Clock wires, drivers and flops:
Scale bar: 20 um.
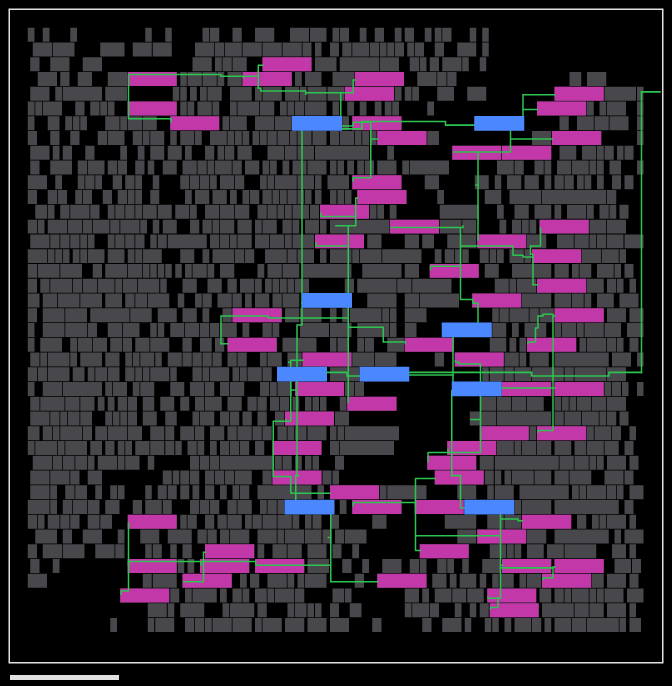
Power grid:
Pins as bars on the die edge. Tap cells in grey.
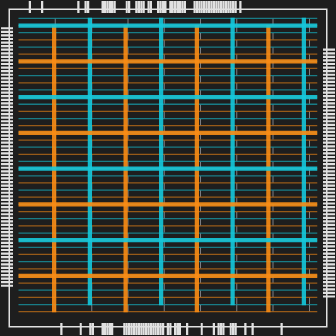
Cells coloured by class:
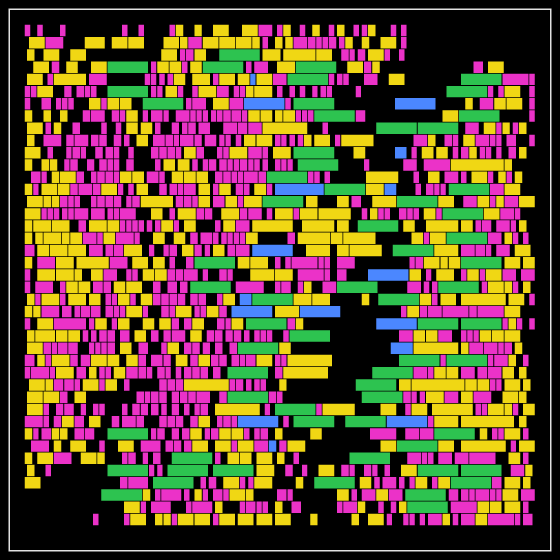
**src/rtl/load_store_align_if.sv**
```systemverilog
// load_store_align_if: pipeline and data-memory signals of the load/store aligner
// Ports (grouped):
//   request : i_mem_read, i_mem_write, i_funct3, i_address, i_store_data
//   pipeline: o_load_data, o_stall, o_misaligned, o_bad_addr
//   memory  : o_dm_read, o_dm_write, o_dm_address, o_dm_write_data, i_dm_read_data
//   master drives requests and memory read data; slave is the aligner
interface load_store_align_if #(parameter int ADDR_WIDTH = 32);
  logic i_mem_read;
  logic i_mem_write;
  logic [2:0] i_funct3;
  logic [ADDR_WIDTH-1:0] i_address;
  logic [31:0] i_store_data;
  logic [31:0] o_load_data;
  logic o_stall;
  logic o_misaligned;
  logic [ADDR_WIDTH-1:0] o_bad_addr;
  logic o_dm_read;
  logic o_dm_write;
  logic [ADDR_WIDTH-1:0] o_dm_address;
  logic [31:0] o_dm_write_data;
  logic [31:0] i_dm_read_data;
  modport master (
    output i_mem_read, i_mem_write, i_funct3, i_address, i_store_data, i_dm_read_data,
    input o_load_data, o_stall, o_misaligned, o_bad_addr, o_dm_read, o_dm_write, o_dm_address, o_dm_write_data
  );
  modport slave (
    input i_mem_read, i_mem_write, i_funct3, i_address, i_store_data, i_dm_read_data,
    output o_load_data, o_stall, o_misaligned, o_bad_addr, o_dm_read, o_dm_write, o_dm_address, o_dm_write_data
  );
endinterface

```
**src/rtl/load_store_align.sv**
```systemverilog
// load_store_align: RV32I load/store to word-memory aligner with 2-cycle RMW for SB/SH
// Ports: i_clk, i_rst_n (async active-low), bus (load_store_align_if.slave)
// Optional: LSU_MISALIGN_TRAP_EN flags misaligned H/W accesses instead of aligning down
module load_store_align #(
  parameter int ADDR_WIDTH = 32,
  parameter logic [ADDR_WIDTH-1:0] BAD_ADDR_RST = '0
) (
  input logic i_clk,
  input logic i_rst_n,
  load_store_align_if.slave bus
);
  localparam logic [0:0] IDLE = 1'b0;
  localparam logic [0:0] RMW_WR = 1'b1;
  logic [0:0] st_q;
  logic [31:0] merge_q, merge, rd, sd, shifted, ext;
  logic [ADDR_WIDTH-1:0] addr_q, aligned;
  logic [2:0] f3;
  logic [1:0] lane;
  logic [4:0] bsh, hsh;
  logic [7:0] b;
  logic [15:0] h;
  logic legal, mis, idle, rmw, req, go, ld, sw, sub;
  assign f3 = bus.i_funct3;
  assign lane = bus.i_address[1:0];
  assign rd = bus.i_dm_read_data;
  assign sd = bus.i_store_data;
  assign aligned = {bus.i_address[ADDR_WIDTH-1:2], 2'b00};
  assign legal = ~(f3[1] & (f3[0] | f3[2]));
`ifdef LSU_MISALIGN_TRAP_EN
  assign mis = (f3[1:0] == 2'b01 & lane[0]) | (f3[1] & lane != 2'b00);
`else
  assign mis = 1'b0;
`endif
  // reset gates every request-derived output, so nothing leaks while i_rst_n is low
  assign idle = i_rst_n & (st_q == IDLE);
  assign rmw = i_rst_n & (st_q == RMW_WR);
  assign req = bus.i_mem_read | bus.i_mem_write;
  assign go = idle & req & legal & ~mis;
  assign ld = go & ~bus.i_mem_write;
  assign sw = go & bus.i_mem_write & f3[1];
  assign sub = go & bus.i_mem_write & ~f3[1];
  assign bsh = {lane, 3'b000};
  assign hsh = {lane[1], 4'b0000};
  assign shifted = rd >> bsh;
  assign b = shifted[7:0];
  assign h = lane[1] ? rd[31:16] : rd[15:0];
  // f3[2] selects zero extension for BU/HU
  assign ext = f3[1] ? rd : f3[0] ? {{16{h[15] & ~f3[2]}}, h} : {{24{b[7] & ~f3[2]}}, b};
  assign merge = f3[0] ? (rd & ~(32'hFFFF << hsh)) | ({16'h0, sd[15:0]} << hsh)
                       : (rd & ~(32'hFF << bsh)) | ({24'h0, sd[7:0]} << bsh);
  assign bus.o_dm_read = ld | sub;
  assign bus.o_dm_write = sw | rmw;
  assign bus.o_stall = sub;
  assign bus.o_dm_address = rmw ? addr_q : go ? aligned : '0;
  assign bus.o_dm_write_data = rmw ? merge_q : sw ? sd : '0;
  assign bus.o_load_data = ld ? ext : '0;
  assign bus.o_misaligned = idle & req & legal & mis;
  always_ff @(posedge i_clk or negedge i_rst_n)
    if (!i_rst_n) begin
      st_q <= IDLE;
      merge_q <= '0;
      addr_q <= '0;
    end else begin
      st_q <= sub ? RMW_WR : IDLE;
      if (sub) begin
        merge_q <= merge;
        addr_q <= aligned;
      end
    end
`ifdef LSU_MISALIGN_TRAP_EN
  logic [ADDR_WIDTH-1:0] bad_q;
  always_ff @(posedge i_clk or negedge i_rst_n)
    if (!i_rst_n) bad_q <= BAD_ADDR_RST;
    else if (bus.o_misaligned) bad_q <= bus.i_address;
  assign bus.o_bad_addr = bad_q;
`else
  assign bus.o_bad_addr = BAD_ADDR_RST;
`endif
endmodule

```
**src/flat_wrapper.sv**
```systemverilog
// flat-port wrapper written by rule: the top's interface ports become plain ports
module load_store_align_flat 
#(
  parameter int ADDR_WIDTH = 32,
  parameter logic [ADDR_WIDTH-1:0] BAD_ADDR_RST = '0
)
  (i_clk, i_rst_n, bus_i_mem_read, bus_i_mem_write, bus_i_funct3, bus_i_address, bus_i_store_data, bus_i_dm_read_data, bus_o_load_data, bus_o_stall, bus_o_misaligned, bus_o_bad_addr, bus_o_dm_read, bus_o_dm_write, bus_o_dm_address, bus_o_dm_write_data);
  load_store_align_if #(.ADDR_WIDTH(ADDR_WIDTH)) bus_i ();
  input logic i_clk;
  input logic i_rst_n;
  input wire logic [$bits(bus_i.i_mem_read)-1:0] bus_i_mem_read;
  input wire logic [$bits(bus_i.i_mem_write)-1:0] bus_i_mem_write;
  input wire logic [$bits(bus_i.i_funct3)-1:0] bus_i_funct3;
  input wire logic [$bits(bus_i.i_address)-1:0] bus_i_address;
  input wire logic [$bits(bus_i.i_store_data)-1:0] bus_i_store_data;
  input wire logic [$bits(bus_i.i_dm_read_data)-1:0] bus_i_dm_read_data;
  output wire logic [$bits(bus_i.o_load_data)-1:0] bus_o_load_data;
  output wire logic [$bits(bus_i.o_stall)-1:0] bus_o_stall;
  output wire logic [$bits(bus_i.o_misaligned)-1:0] bus_o_misaligned;
  output wire logic [$bits(bus_i.o_bad_addr)-1:0] bus_o_bad_addr;
  output wire logic [$bits(bus_i.o_dm_read)-1:0] bus_o_dm_read;
  output wire logic [$bits(bus_i.o_dm_write)-1:0] bus_o_dm_write;
  output wire logic [$bits(bus_i.o_dm_address)-1:0] bus_o_dm_address;
  output wire logic [$bits(bus_i.o_dm_write_data)-1:0] bus_o_dm_write_data;
  assign bus_i.i_mem_read = bus_i_mem_read;
  assign bus_i.i_mem_write = bus_i_mem_write;
  assign bus_i.i_funct3 = bus_i_funct3;
  assign bus_i.i_address = bus_i_address;
  assign bus_i.i_store_data = bus_i_store_data;
  assign bus_i.i_dm_read_data = bus_i_dm_read_data;
  assign bus_o_load_data = bus_i.o_load_data;
  assign bus_o_stall = bus_i.o_stall;
  assign bus_o_misaligned = bus_i.o_misaligned;
  assign bus_o_bad_addr = bus_i.o_bad_addr;
  assign bus_o_dm_read = bus_i.o_dm_read;
  assign bus_o_dm_write = bus_i.o_dm_write;
  assign bus_o_dm_address = bus_i.o_dm_address;
  assign bus_o_dm_write_data = bus_i.o_dm_write_data;
  load_store_align #(.ADDR_WIDTH(ADDR_WIDTH), .BAD_ADDR_RST(BAD_ADDR_RST)) u_core (.i_clk(i_clk), .i_rst_n(i_rst_n), .bus(bus_i));
endmodule
```
**config.mk**
```make
export PLATFORM = sky130hd
export DESIGN_NAME = load_store_align_flat
export DESIGN_NICKNAME = d
export VERILOG_FILES = /design/src/rtl/load_store_align_if.sv /design/src/rtl/load_store_align.sv /design/src/flat_wrapper.sv
export SDC_FILE = /design/constraint.sdc
export NUM_CORES = 1
export LEC_CHECK = 0
export ABC_AREA = 1
export CORE_MARGIN = 3
export CORE_UTILIZATION = 38
export DETAILED_ROUTE_END_ITERATION = 10
export HOLD_SLACK_MARGIN = 0.12
export PLACE_DENSITY = 0.79
export SYNTH_ARGS = -nofsm -noshare
export SYNTH_HDL_FRONTEND = slang
export SYNTH_SLANG_ARGS = --single-unit
```
**constraint.sdc**
```tcl
create_clock -name i_clk -period 1.43 [get_ports i_clk]
set_input_delay 0.2145 -clock i_clk [delete_from_list [all_inputs] [get_ports i_clk]]
set_output_delay 0.2145 -clock i_clk [all_outputs]
set_load 0.005 [all_outputs]
```
==> qor.csv <==
metric,value,unit
crit path kind,reg -> out,
first-pass GRT wire length,34840,um
final setup margin,-718.3,ps
Setup-failing EPs final,160,
GRT Overall Usage,30.32,%
FF/Latch Area,1577,um^2
number of clock-tree buffers in the layout,11,
routed wl met2,11320,um
clk slew on worst S/H paths,60,ps
# hold bufs at CTS,0,
Std-Cell Rows,41,
n_diodes,0,
critical path capture point type,output pin,
outcome,"complete, but fails checks",
Worst path max stage delay,380,ps
Resized cells post-CTS,598,
worst reg2reg setup slack,-670,ps
Post-synth regs,63,
failing checks,negative setup slack,
Comb area,3221,um^2
antenna violations before repair,1,
Die H,120.2,um
"Seq share, synth",31.83,%
clk tree area frac,3.220,%
sw frac,32.21,%
seq_cells,63,
Back to the opening pictures, 'clock wires, drivers and flops':
[blue] clock drivers | count: 9
[green] clock wires | length: 912 um
[magenta] flip-flops | count: 63
routed clock nets: 10

Back to the opening pictures, 'power grid':
[cyan] VDD
[orange] VSS
met5 straps: 8
met1 rails: 42
rows: 41
tap cells: 172
signal pins: 235

Back to the opening pictures, 'cells coloured by class':
[magenta] combinational and other logic | cells: 690 | share of their area: 40%
[green] sequential cells | cells: 63 | share of their area: 17%
[blue] clock drivers and dummy loads | cells: 16 | share of their area: 3.3%
[yellow] remaining buffers and delay cells | cells: 398 | share of their area: 40%

==> state kept, by name (all words and copies together), names as in the netlist <==
signal          cells
u_core.addr_q      30
u_core.st_q         1
u_core.merge_q     32
==> worst register-to-register path: cells and delay by family, from the launching register on <==
kind | cells | cell delay [ps]
flops | 1 | 380
compound gates | 1 | 80
simple gates | 5 | 560
buf+inv | 7 | 950
==> power groups by stage <==
stage / Sequential (mW) / Combinational [mW] / Clock [mW]
after floorplan: 2.35 / 0.920 / 0
after global placement: 2.38 / 1.85 / 0
after detailed placement: 2.40 / 1.89 / 0
after CTS: 2.37 / 2.13 / 2.22
after global routing: 2.46 / 2.58 / 2.30
final: 2.42 / 2.38 / 2.20
No activity file was given, so power comes from the tool's default toggle rates.
